File: config.mk
export PLATFORM = sky130hd
export DESIGN_NAME = uv_pulse_sequencer
export DESIGN_NICKNAME = d
export VERILOG_FILES = /design/src/rtl/uv_pulse_sequencer.sv
export SDC_FILE = /design/constraint.sdc
export NUM_CORES = 1
export LEC_CHECK = 0
export CAP_MARGIN = 20
export CORE_MARGIN = 8
export CORE_UTILIZATION = 30
export CTS_CLUSTER_SIZE = 8
export DETAILED_ROUTE_END_ITERATION = 10
export SYNTH_ARGS = -nofsm -noshare
export SYNTH_HDL_FRONTEND = slang
export SYNTH_SLANG_ARGS = --single-unit
File: constraint.sdc
create_clock -name clk -period 2.9 [get_ports clk]
set_input_delay 0.435 -clock clk [delete_from_list [all_inputs] [get_ports clk]]
set_output_delay 0.435 -clock clk [all_outputs]
set_load 0.03 [all_outputs]
File: src/rtl/uv_pulse_sequencer.sv
// UV exposure pulse sequencer: on fire, runs on/off cycles at 1 ms
// resolution, gates the UV enable and pushes digipot codes to an I2C writer.
//
// Ports:
//   clk, rst              clock, async active-high reset
//   arm, fire             arm level (low aborts), start pulse (ARMED only)
//   on_time, off_time     phase lengths in ms
//   repetitions           on/off cycle count (0 runs once)
//   intensity             digipot code for the on phase
//   wr_valid/wr_data/
//   wr_ready              valid/ready write channel to the I2C writer
//   uv_on                 UV gate
//   busy, state           status (state encoding = state_t below)
//   ms_count, rep_count   ms in current phase, completed repetitions
//   done                  one-cycle pulse on normal completion
module uv_pulse_sequencer #(
    parameter int TICKS_PER_MS  = 16000,
    parameter int TW            = 14,
    parameter int MAX_TIME      = 9999,
    parameter int MAX_INTENSITY = 100
) (
    input  logic          clk,
    input  logic          rst,
    input  logic          arm,
    input  logic          fire,
    input  logic [TW-1:0] on_time,
    input  logic [TW-1:0] off_time,
    input  logic [TW-1:0] repetitions,
    input  logic [7:0]    intensity,
    output logic          wr_valid,
    output logic [7:0]    wr_data,
    input  logic          wr_ready,
    output logic          uv_on,
    output logic          busy,
    output logic [2:0]    state,
    output logic [TW-1:0] ms_count,
    output logic [TW-1:0] rep_count,
    output logic          done
);

    localparam int PW = (TICKS_PER_MS > 1) ? $clog2(TICKS_PER_MS) : 1;

    typedef enum logic [2:0] {
        S_INIT    = 3'd0,
        S_IDLE    = 3'd1,
        S_ARMED   = 3'd2,
        S_ON_WR   = 3'd3,
        S_ON      = 3'd4,
        S_OFF_WR  = 3'd5,
        S_OFF     = 3'd6,
        S_STOP_WR = 3'd7
    } state_t;

    state_t        state_q, state_d;
    logic [PW-1:0] presc_q, presc_d;
    logic [TW-1:0] ms_q, ms_d;
    logic [TW-1:0] rep_q, rep_d;
    logic [TW-1:0] on_q, on_d;
    logic [TW-1:0] off_q, off_d;
    logic [TW-1:0] reps_q, reps_d;
    logic [7:0]    int_q, int_d;
    logic          abort_q, abort_d;
    logic          acc_q;
    logic          done_q, done_d;

    logic          accept;
    logic          abort;
    logic          tick;
    logic          end_off;
    logic          wr_state;
    logic [TW-1:0] ms_inc;
    logic [TW-1:0] rep_inc;

    assign ms_inc  = ms_q + TW'(1);
    assign rep_inc = rep_q + TW'(1);
    assign tick    = (presc_q == PW'(TICKS_PER_MS - 1));

    assign wr_state = (state_q == S_INIT) || (state_q == S_ON_WR) ||
                      (state_q == S_OFF_WR) || (state_q == S_STOP_WR);
    // acc_q inserts one idle cycle after every accepted write
    assign wr_valid = !rst && wr_state && !acc_q;
    assign wr_data  = (state_q == S_ON_WR) ? int_q : 8'd0;
    assign accept   = wr_valid && wr_ready;

    // abort_q keeps an abort alive while a request is still outstanding
    assign abort = !arm || abort_q;

    assign uv_on     = (state_q == S_ON) && arm;
    assign busy      = !rst && (state_q != S_IDLE) && (state_q != S_ARMED);
    assign state     = state_q;
    assign ms_count  = ms_q;
    assign rep_count = rep_q;
    assign done      = done_q;

    always_comb begin
        state_d = state_q;
        presc_d = presc_q;
        ms_d    = ms_q;
        rep_d   = rep_q;
        on_d    = on_q;
        off_d   = off_q;
        reps_d  = reps_q;
        int_d   = int_q;
        abort_d = abort_q;
        done_d  = 1'b0;
        end_off = 1'b0;

        unique case (state_q)
            S_INIT: begin
                if (accept) state_d = S_IDLE;
            end
            S_IDLE: begin
                abort_d = 1'b0;
                if (arm) state_d = S_ARMED;
            end
            S_ARMED: begin
                if (!arm) begin
                    state_d = S_IDLE;
                end else if (fire) begin
                    on_d    = (on_time > TW'(MAX_TIME)) ? TW'(MAX_TIME) : on_time;
                    off_d   = (off_time > TW'(MAX_TIME)) ? TW'(MAX_TIME) : off_time;
                    reps_d  = (repetitions > TW'(MAX_TIME)) ? TW'(MAX_TIME) :
                              (repetitions == '0) ? TW'(1) : repetitions;
                    int_d   = (intensity > 8'(MAX_INTENSITY)) ?
                              8'(MAX_INTENSITY) : intensity;
                    rep_d   = '0;
                    ms_d    = '0;
                    presc_d = '0;
                    state_d = S_ON_WR;
                end
            end
            S_ON_WR: begin
                if (abort) begin
                    abort_d = 1'b1;
                    // digipot already at 0 if nothing is being presented
                    if (accept) state_d = (int_q == 8'd0) ? S_IDLE : S_STOP_WR;
                    else if (!wr_valid) state_d = S_IDLE;
                end else if (accept) begin
                    if (on_q == '0) begin
                        state_d = S_OFF_WR;
                    end else begin
                        state_d = S_ON;
                        presc_d = '0;
                        ms_d    = '0;
                    end
                end
            end
            S_ON: begin
                if (abort) begin
                    state_d = S_STOP_WR;
                end else if (tick) begin
                    presc_d = '0;
                    ms_d    = ms_inc;
                    if (ms_inc == on_q) state_d = S_OFF_WR;
                end else begin
                    presc_d = presc_q + PW'(1);
                end
            end
            S_OFF_WR: begin
                if (abort) begin
                    abort_d = 1'b1;
                    // idle gap: digipot still holds the on level
                    if (accept) state_d = S_IDLE;
                    else if (!wr_valid) state_d = S_STOP_WR;
                end else if (accept) begin
                    if (off_q == '0) begin
                        end_off = 1'b1;
                    end else begin
                        state_d = S_OFF;
                        presc_d = '0;
                        ms_d    = '0;
                    end
                end
            end
            S_OFF: begin
                if (abort) begin
                    state_d = S_IDLE;
                end else if (tick) begin
                    presc_d = '0;
                    ms_d    = ms_inc;
                    if (ms_inc == off_q) end_off = 1'b1;
                end else begin
                    presc_d = presc_q + PW'(1);
                end
            end
            S_STOP_WR: begin
                if (accept) state_d = S_IDLE;
            end
            default: state_d = S_INIT;
        endcase

        if (end_off) begin
            rep_d = rep_inc;
            if (rep_inc == reps_q) begin
                done_d  = 1'b1;
                state_d = arm ? S_ARMED : S_IDLE;
            end else begin
                state_d = S_ON_WR;
            end
        end
    end

    always_ff @(posedge clk or posedge rst) begin
        if (rst) begin
            state_q <= S_INIT;
            presc_q <= '0;
            ms_q    <= '0;
            rep_q   <= '0;
            on_q    <= '0;
            off_q   <= '0;
            reps_q  <= '0;
            int_q   <= '0;
            abort_q <= 1'b0;
            acc_q   <= 1'b0;
            done_q  <= 1'b0;
        end else begin
            state_q <= state_d;
            presc_q <= presc_d;
            ms_q    <= ms_d;
            rep_q   <= rep_d;
            on_q    <= on_d;
            off_q   <= off_d;
            reps_q  <= reps_d;
            int_q   <= int_d;
            abort_q <= abort_d;
            acc_q   <= accept;
            done_q  <= done_d;
        end
    end

endmodule
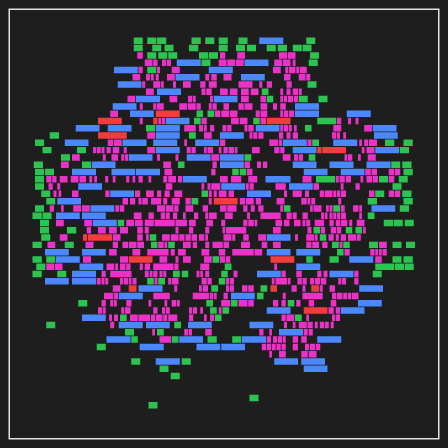
**Above:** cells coloured by class.
[green] remaining buffers and delay cells | cells: 154
[blue] registers | cells: 98
[magenta] remaining logic cells | cells: 578
[red] clock drivers and dummy loads | cells: 16
cell area after layout: 8130 sq um
final core utilization: 0.402
Core Region: 20,200 sq um

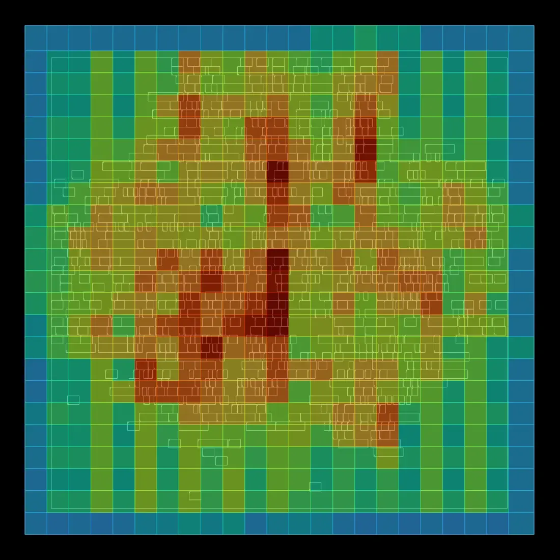
**Above:** routing congestion.
grt met3 use: 0.0406
GRT Total Usage: 0.155
GRT busiest layer: met2
GR Layer Usage met2: 0.238

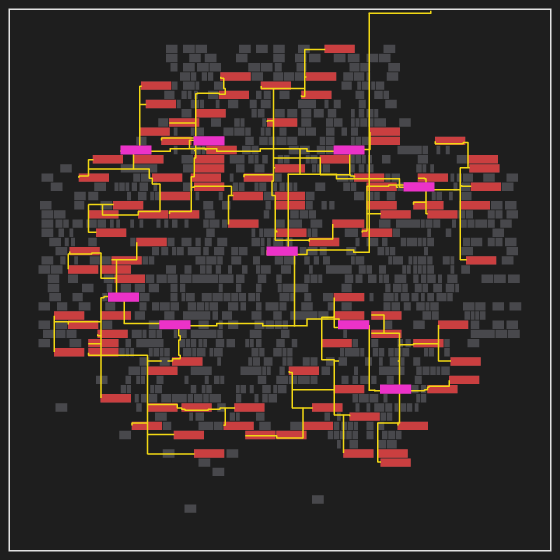
**Above:** clock distribution.
[yellow] clock wires | length: 1,390 um
[red] flip-flops | count: 98
[magenta] clock-net drivers | count: 9
routed clock nets: 10

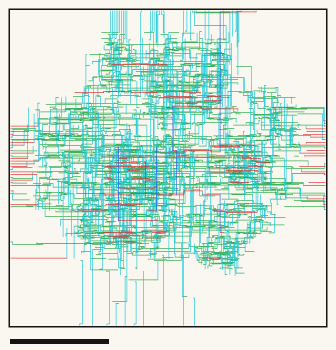
**Above:** routed metal, one colour a layer.
Bar = 50 um.
[blue] M4 | wire length: 221 um
[green] M1 | wire length: 9,460 um
[cyan] M2 | wire length: 9,040 um
[red] M3 | wire length: 1,320 um
drt total wl: 20.0 mm
DR vias: 5,857
Routed wire per std cell: 18.0 um

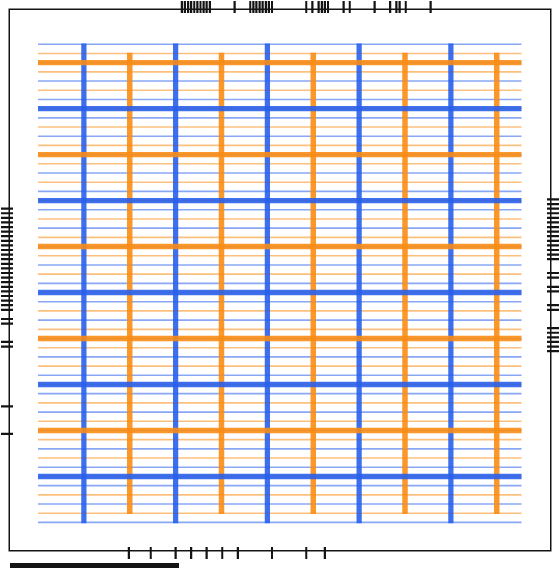
**Above:** power grid.
Bar = 50 um. Pins as bars on the die edge.
[blue] VSS
[orange] VDD
met1 rails: 53
met4 straps: 10
signal pins: 98
met5 straps: 10
Die H: 160 um
Max VDD drop: 0.000328 V
Die X: 160 um

==> results_dict.tcl <==
# yosys + openroad results
set metrics [dict create \
    intPower_uw 3850 \
    hpwl_mm 15.4 \
    synth_flops 98 \
    dpl_cell_area_sq_um 7810 \
    cp_top_family "buffers and inverters" \
    largestClassByArea "combinational gates" \
    pwr-share-seq 0.368 \
    cts_resized 0 \
    clkbuf_count 9 \
    yosysMostFrequentCell "dfrtp_1" \
    drive_gt1_frac 0.116 \
    numCtsBuffers 9 \
    taps 270 \
    synth_area_sq_um 6200 \
    routed-wl-met3_mm 1.32 \
    final_cell_mix "dfrtp_1, clkdlybuf4s50_1, nand2_1, o21ai_0, nor2_1" \
    yosysWarnings 0 \
    clockBufferDepth 2 \
    top_area_cell "dfrtp_1" \
    p_clk_frac 0.188 \
    synthXorXnorAreaFrac 0.0900 \
    ys_cells 711 \
    synthTopCellsByCount "dfrtp_1, nand2_1, o21ai_0" \
    post_cts_buffers 0 \
    maxCapViolCount 0 \
    path_cells "inv_1 -> nor2_1 -> buf_4 -> and3_1 -> clkdlybuf4s50_1" \
    critPathBufInv 3 \
    synth-compound-area-share 0.194 \
    fp-utilization 0.306 \
    ys_seq_frac 0.396 \
    clockNetworkAreaShare 0.0363 \
    sw_frac_of_total 0.408 \
    chipArea_sq_um 25500 \
    nFillCells 2029 \
    crit_fanout 13 \
    rows 52 \
    combAreaFraction 0.434 \
    drc 0 \
    synth_cell_types 69 \
    mux_share 0.0131 \
    logic_area_sq_um 3530 \
    wl_met2_mm 9.04 \
    edf_count 0 \
    final-max-slew-violation-count 0 \
    min_period_ps 2790 \
    m1WireLength_mm 9.46 \
    power_leader "combinational logic" \
    cpPeakStageDelay_ps 680 \
    netlist_logic_family_top "simple AND/OR/NAND/NOR gates" \
    fmax_mhz 359 \
    inverters_excl_clock 21 \
    tns_ps 0 \
    post-place-ws_ps 47.6 \
    whs_path_depth 1 \
    slew_headroom 0.565 \
    dr.pass1.iters 5 \
    clkSinkCount 98 \
    buffer_area_frac 0.177 \
    clkTransAtPathRegs_ps 70 \
    r2r_start "ms_count[0]" \
    viasPerCell 5.25 \
    warnings 26 \
    highest_layer "met4" \
    seq_power_uw 2390 \
    seq_share 0.302 \
    crit_path_start_kind "flop" \
    pg_comb_uw 2880 \
    report.power.total_uw 6500 \
    status "finished clean" \
    drtAntennaViolNets 0 \
    fp_nets 769 \
    p_sw_uw 2650 \
    sequential_cell_total 98 \
    comb_power_share 0.444 \
    cellLeakagePower_uw 0.00331 \
    startpoint "state[2]" \
    antenna_found_initial 0 \
    top_cell_area_share 0.396 \
    synthCells 711 \
    end_kind "output pin" \
    syn_area_per_cell_sq_um 8.72 \
    critical_path_required_ps 2470 \
    rsz0062_at_grt "false" \
    power_density_nw_per_um2 799 \
    worstHoldPathType "reg2reg" \
    regArea_sq_um 2450 \
    worstMarginPinSlew_ps 646 \
    cts-root-buf "clkbuf_16" \
    logic_gate_count 557 \
    cp_num_cells 5 \
    dr.first_iter.drc_count 374 \
    min_from "presc_q[13]" \
    cts.htree.levels 3 \
    criticalPathCategory "reg2out" \
    synth-async-reset-ratio 1.00 \
    io_buffers 97 \
    layout.non_clock_buffers 154 \
    num_antenna_cells 0 \
    cts_tree "yes" \
    grt_pass1_vias 5610 \
    rrSetupSlack_ps 180 \
    layout_setup_ws_ps 114 \
    r2r_cells 8 \
    final_nets 899 \
    critPathArrivalTime_ps 2350 \
    grt_max_degree 99 \
    crit_path_end "uv_on" \
    regToRegEndpoint "state[1]" \
    finalHoldViolations 0 \
    dp_cells 1099 \
    io_pins 98 \
    min_period_over_period 0.961 \
    whs_ps 498 \
    ys_sh_simple 0.262 \
    topCellsByArea "dfrtp_1, o21ai_0, xnor2_1" \
    ys_area_sq_um 6200 \
    grt_use_met1 0.213 \
    finalSetupViolations 0 \
    cts.hold.buffers_added 0 \
    whs_endpoint "presc_q[13]" \
    cp_slowest_cell "clkdlybuf4s50_1" \
    gp_congestion 0.938 \
    area_growth_pct 31.2 \
    instances_no_fill 1116 \
    finalClockSkew_ps 12.7 \
    ys.flop_type "dfrtp_1" \
    fa_ha_area_frac 0.00606 \
]
Power and IR drop assume default switching activity.
